Run 1, supply network:
Bar = 20 microns. Pins as bars on the die edge. Tap cells in grey.
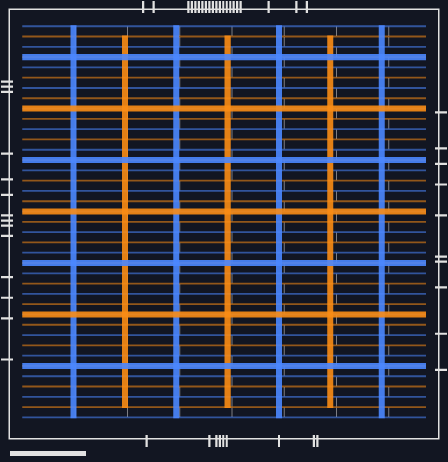
Run 1, placement by cell class:
Bar = 20 microns.
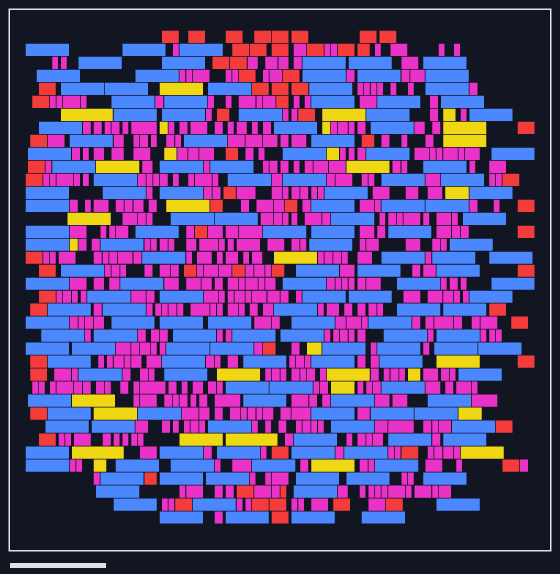
Run 1, clock distribution:
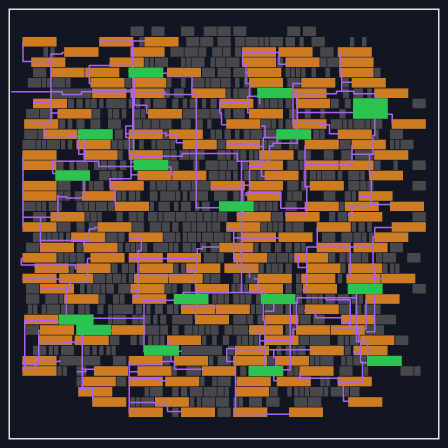
==> config.mk <==
export PLATFORM = sky130hd
export DESIGN_NAME = vmicro16_wb_regs
export DESIGN_NICKNAME = d
export VERILOG_FILES = /design/src/rtl/vmicro16_wb_regs.sv
export SDC_FILE = /design/constraint.sdc
export NUM_CORES = 1
export LEC_CHECK = 0
export CAP_MARGIN = 20
export CORE_MARGIN = 3
export CORE_UTILIZATION = 63
export DETAILED_ROUTE_END_ITERATION = 8
export HOLD_SLACK_MARGIN = 0.06
export PLACE_DENSITY = 0.92
export RECOVER_POWER = 25
export REMOVE_ABC_BUFFERS = 1
export SLEW_MARGIN = 20
export SYNTH_ARGS = -nofsm -noshare
export SYNTH_HDL_FRONTEND = slang
export SYNTH_SLANG_ARGS = --single-unit
==> constraint.sdc <==
create_clock -name clk -period 14.8 [get_ports clk]
set_input_delay 3.7 -clock clk [delete_from_list [all_inputs] [get_ports clk]]
set_output_delay 3.7 -clock clk [all_outputs]
set_load 0.01 [all_outputs]
==> src/rtl/vmicro16_wb_regs.sv <==
// Wishbone classic slave holding NUM_REGS 16-bit registers at BASE_ADDR.
// Optional wait states delay the ack; accesses outside the window are still acked.
module vmicro16_wb_regs #(
    parameter logic [15:0] BASE_ADDR   = 16'h0000,
    parameter int unsigned NUM_REGS    = 8,
    parameter int unsigned WAIT_STATES = 0
) (
    input  logic        clk,
    input  logic        reset,
    input  logic        wb_cyc_i,
    input  logic        wb_stb_i,
    input  logic        wb_we_i,
    input  logic [15:0] wb_addr_i,
    input  logic [15:0] wb_data_i,
    output logic [15:0] wb_data_o,
    output logic        wb_ack_o
);

    localparam int unsigned AW = $clog2(NUM_REGS);
    localparam logic [3:0] CntInit = (WAIT_STATES == 0) ? 4'd0 : 4'(WAIT_STATES - 1);

    localparam logic [1:0] StIdle = 2'd0;
    localparam logic [1:0] StWait = 2'd1;
    localparam logic [1:0] StAck  = 2'd2;

    logic [1:0]    state_q, state_d;
    logic [3:0]    cnt_q, cnt_d;
    logic          we_q, we_d;
    logic          hit_q, hit_d;
    logic [AW-1:0] idx_q, idx_d;
    logic [15:0]   wdata_q, wdata_d;
    logic [15:0]   rdata_q, rdata_d;
    logic          ack_q;
    logic [15:0]   regs_q [NUM_REGS];

    logic          req;
    logic          addr_hit;
    logic          enter_ack;
    logic          cur_we;
    logic          cur_hit;
    logic [AW-1:0] cur_idx;
    logic [15:0]   cur_data;

    assign req      = wb_cyc_i & wb_stb_i;
    assign addr_hit = (wb_addr_i[15:AW] == BASE_ADDR[15:AW]);

    // With no wait states the commit happens straight from IDLE, so use live inputs.
    always_comb begin
        if (state_q == StIdle) begin
            cur_we   = wb_we_i;
            cur_hit  = addr_hit;
            cur_idx  = wb_addr_i[AW-1:0];
            cur_data = wb_data_i;
        end else begin
            cur_we   = we_q;
            cur_hit  = hit_q;
            cur_idx  = idx_q;
            cur_data = wdata_q;
        end
    end

    always_comb begin
        state_d   = state_q;
        cnt_d     = cnt_q;
        we_d      = we_q;
        hit_d     = hit_q;
        idx_d     = idx_q;
        wdata_d   = wdata_q;
        enter_ack = 1'b0;
        case (state_q)
            StIdle: begin
                if (req) begin
                    we_d    = wb_we_i;
                    hit_d   = addr_hit;
                    idx_d   = wb_addr_i[AW-1:0];
                    wdata_d = wb_data_i;
                    if (WAIT_STATES == 0) begin
                        state_d   = StAck;
                        enter_ack = 1'b1;
                    end else begin
                        state_d = StWait;
                        cnt_d   = CntInit;
                    end
                end
            end
            StWait: begin
                if (!wb_cyc_i) begin
                    state_d = StIdle;
                end else if (cnt_q == 4'd0) begin
                    state_d   = StAck;
                    enter_ack = 1'b1;
                end else begin
                    cnt_d = cnt_q - 4'd1;
                end
            end
            StAck:   state_d = StIdle;
            default: state_d = StIdle;
        endcase
    end

    always_comb begin
        rdata_d = 16'h0000;
        if (enter_ack && cur_hit && !cur_we) begin
            rdata_d = regs_q[cur_idx];
        end
    end

    always_ff @(posedge clk or posedge reset) begin
        if (reset) begin
            state_q <= StIdle;
            cnt_q   <= 4'd0;
            we_q    <= 1'b0;
            hit_q   <= 1'b0;
            idx_q   <= '0;
            wdata_q <= 16'h0000;
            rdata_q <= 16'h0000;
            ack_q   <= 1'b0;
        end else begin
            state_q <= state_d;
            cnt_q   <= cnt_d;
            we_q    <= we_d;
            hit_q   <= hit_d;
            idx_q   <= idx_d;
            wdata_q <= wdata_d;
            rdata_q <= rdata_d;
            ack_q   <= enter_ack;
        end
    end

    always_ff @(posedge clk or posedge reset) begin
        if (reset) begin
            for (int unsigned i = 0; i < NUM_REGS; i++) begin
                regs_q[i] <= 16'h0000;
            end
        end else if (enter_ack && cur_hit && cur_we) begin
            regs_q[cur_idx] <= cur_data;
        end
    end

    assign wb_data_o = rdata_q;
    assign wb_ack_o  = ack_q;

endmodule

==> summary.txt, run 1 <==
fresh numbers from the pnr run: global-route wire length before repair=32780 microns, Met3 Wirelength=2022 microns, Internal=0.7713 mW, Signal buffers=68, Flop pwr share=0.459, failing checks=capacitance limit, slew limit, met2 routed WL=9642 microns, Final nets=806, clock buf count=20, Ports=54, Comb pwr share=0.094, CTS buffer count=17, synthesized area=7224 sq um, WHS Endpoint=wdata_q[5]$_DFFE_PP0P_, Layout Skew=0.007782 ns, Slew Limit Fails=105, status=finished, violations left, logic share of the area=0.3274, Post-synth mux share=0.05923, flop count=166, Finish-stage setup viols=0, P&R area growth vs syn=17.01%, Pleak=3.834 nW, Commonest flop=dfrtp_1, Post-Place Setup Slack=8.095 ns, GRT met3 Usage=0.1021, Synth Register Bits=166, Floorplan Utilization=0.6549, min-delay src=wdata_q[5]$_DFFE_PP0P_, number of enable flip-flop cells=0, hold path cells=2, clk latency late pin=0.43 ns, top layer in use=met4, Psw=0.2533 mW, routed len/inst=21.93 microns, layer with the highest usage=met2, Top cell excl fill/tap=dfrtp_1, RSZ-0062 raised after global routing=no, routing usage on met1=0.4181, Max-Cap Viols=1, r2r worst-path depth=8, clk slew on worst S/H paths=0.06 ns, tool warnings=27, CTS resizes=0, ys cells=734, clock sinks=166, FF-to-FF Start=state_q[1]$_DFFE_PP0P_, drt drc=0, Clock Tree Buf Depth=2, Starting DRT DRC Count=690
## Picture notes: 'supply network'
| net | colour |
|---|---|
| VSS | blue |
| VDD | orange |
rows: 38
met5 straps: 7
met1 rails: 39
core area: 11030 sq um
Max VDD drop: 0.1131 mV
die x size: 113.1 microns
height of the die: 113.1 microns

## Picture notes: 'placement by cell class'
| class | colour | cells |
|---|---|---|
| combinational and other logic | magenta | 516 |
| flops | blue | 166 |
| clock drivers and dummy loads | yellow | 32 |
| other buffers and delay cells | red | 68 |
final core occ: 0.7663
Design Area, Final: 8453 sq um
Rows: 38
sequential fraction of total cell area: 0.4914

## Picture notes: 'clock distribution'
[clock wires] purple | length: 1790 microns
[flip-flops] orange | count: 166
[clock drivers] green | count: 17
flops lie: all over the die
routed clock nets: 18

## run 1: cells by family after synthesis
family | count (synthesis)
AOI/OAI and AO/OA | 201
muxes | 42
DFF | 166
and+or+nand+nor | 247
buffers and inverters | 78
## run 1: cells in the mapped netlist, drive strengths merged (13+ instances only)
library cell | number | area (sq um)
o221ai | 20 | 175.2
o21ai | 51 | 255.2
a21oi | 70 | 354.1
buf | 13 | 71.32
mux2i | 36 | 360.4
inv | 25 | 93.84
nand2 | 122 | 457.9
o22ai | 17 | 106.4
nor3 | 14 | 75.07
nor2 | 75 | 281.5
clkbuf | 39 | 146.4
dfrtp | 166 | 4154
## run 1: registers in the layout, indices dropped and copies added (netlist names)
register   cells
regs_q       128
state_q        1
wb_ack_o       1
we_q           1
idx_q          3
wb_data_o     16
wdata_q       16
==> run 2, diff against run 1 <==
- CORE_UTILIZATION: 63 -> 53
- PLACE_DENSITY: 0.92 -> 0.83
- clock period: 14.8 -> 6.6 ns (I/O delays scaled with it)
Run 2, placement by cell class:
Bar = 20 microns.
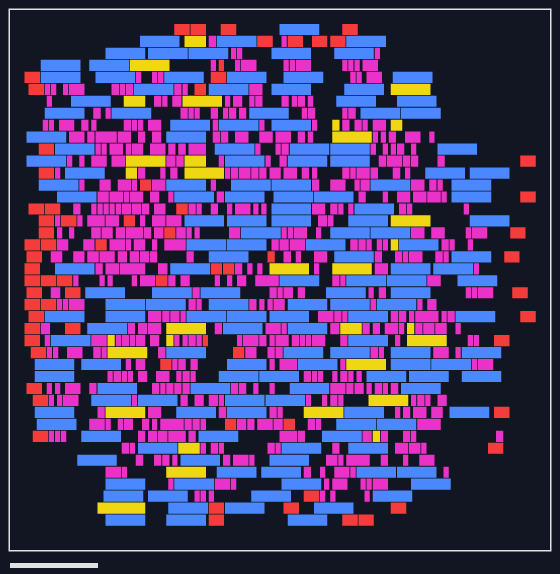
| class | colour | cells |
|---|---|---|
| clock drivers and dummy loads | yellow | 31 |
| other buffers and delay cells | red | 69 |
| flops | blue | 166 |
| combinational and other logic | magenta | 516 |

Run 2, cell outlines without signal wires:
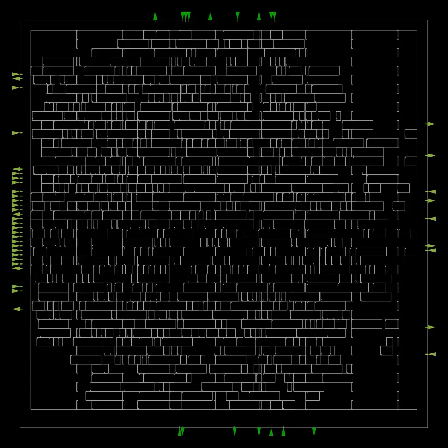
n_taps: 176
final core occ: 0.6361
fin cells: 958

Run 2, clock distribution:
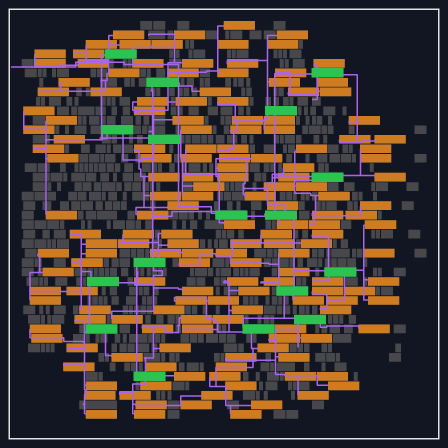
[clock drivers] green | count: 17
[clock wires] purple | length: 1850 microns
[flip-flops] orange | count: 166
routed clock nets: 18
flops lie: all over the die
clock group power: 0.955 mW
Clock power frac: 0.430

==> run 2 against run 1 <==
  * Sequential cell count unchanged
  * Critical path type is now primary input to flop
  * Wire length decreased by 3.2%
  * Sequential power increased by 120%
  * Synthesized cell count unchanged
  * Power increased by 120%
  * Largest power group unchanged
  * Global-route usage decreased by 5.8 points
  * Die size increased by 18%
  * Utilization decreased by 13 points
  * Critical path depth increased by 3
  * Register-to-register slack got worse by 7.5 ns
  * Cell count increased by 3.9%
  * Clock power increased by 110%
  * The run still ends with capacitance limit, slew limit left
==> summary.txt, run 2 <==
fresh numbers from the pnr run: tool warnings=25, Starting DRT DRC Count=609, Psw=0.5539 mW, Ports=54, CTS resizes=0, RSZ-0062 raised after global routing=no, Pleak=3.841 nW, synthesized area=7224 sq um, clk latency late pin=0.42 ns, Final nets=807, Synth Register Bits=166, Finish-stage setup viols=0, failing checks=capacitance limit, slew limit, Post-synth mux share=0.05923, Max-Cap Viols=1, Max VDD drop=0.1916 mV, layer with the highest usage=met2, Signal buffers=69, Floorplan Utilization=0.5434, number of enable flip-flop cells=0, Largest Register=regs_q, core area=13300 sq um, flop count=166, Flop pwr share=0.474, Commonest flop=dfrtp_1, height of the die=122.8 microns, CTS buffer count=17, Slew Limit Fails=52, Post-Place Setup Slack=1.770 ns, clock buf count=22, status=finished, violations left, Clock Tree Buf Depth=2, die x size=122.8 microns, Layout Skew=0.005647 ns, logic share of the area=0.3280, Top-area cell share=0.5750, Internal=1.669 mW
==> run 2: cell counts after synthesis <==
No cell type changed its count.
==> run 2: worst reg2reg max path: cells and delay by family (launching register included) <==
| kind | cells | cell delay, ns |
|---|---|---|
| buffers and inverters | 4 | 1.61 |
| AND/OR/NAND/NOR | 3 | 1.18 |
| flip-flops | 1 | 0.33 |
| AND-OR/OR-AND | 1 | 0.26 |
==> run 2: power by group through the flow <==
stage	combinational, mW	clock [mW]	sequential (mW)
after detailed placement	0.212	0	1.07
after floorplan	0.121	0	1.07
after global routing	0.233	1.00	1.06
final	0.215	0.955	1.05
after global placement	0.204	0	1.07
after CTS	0.214	0.959	1.05
Power and IR drop assume default switching activity.
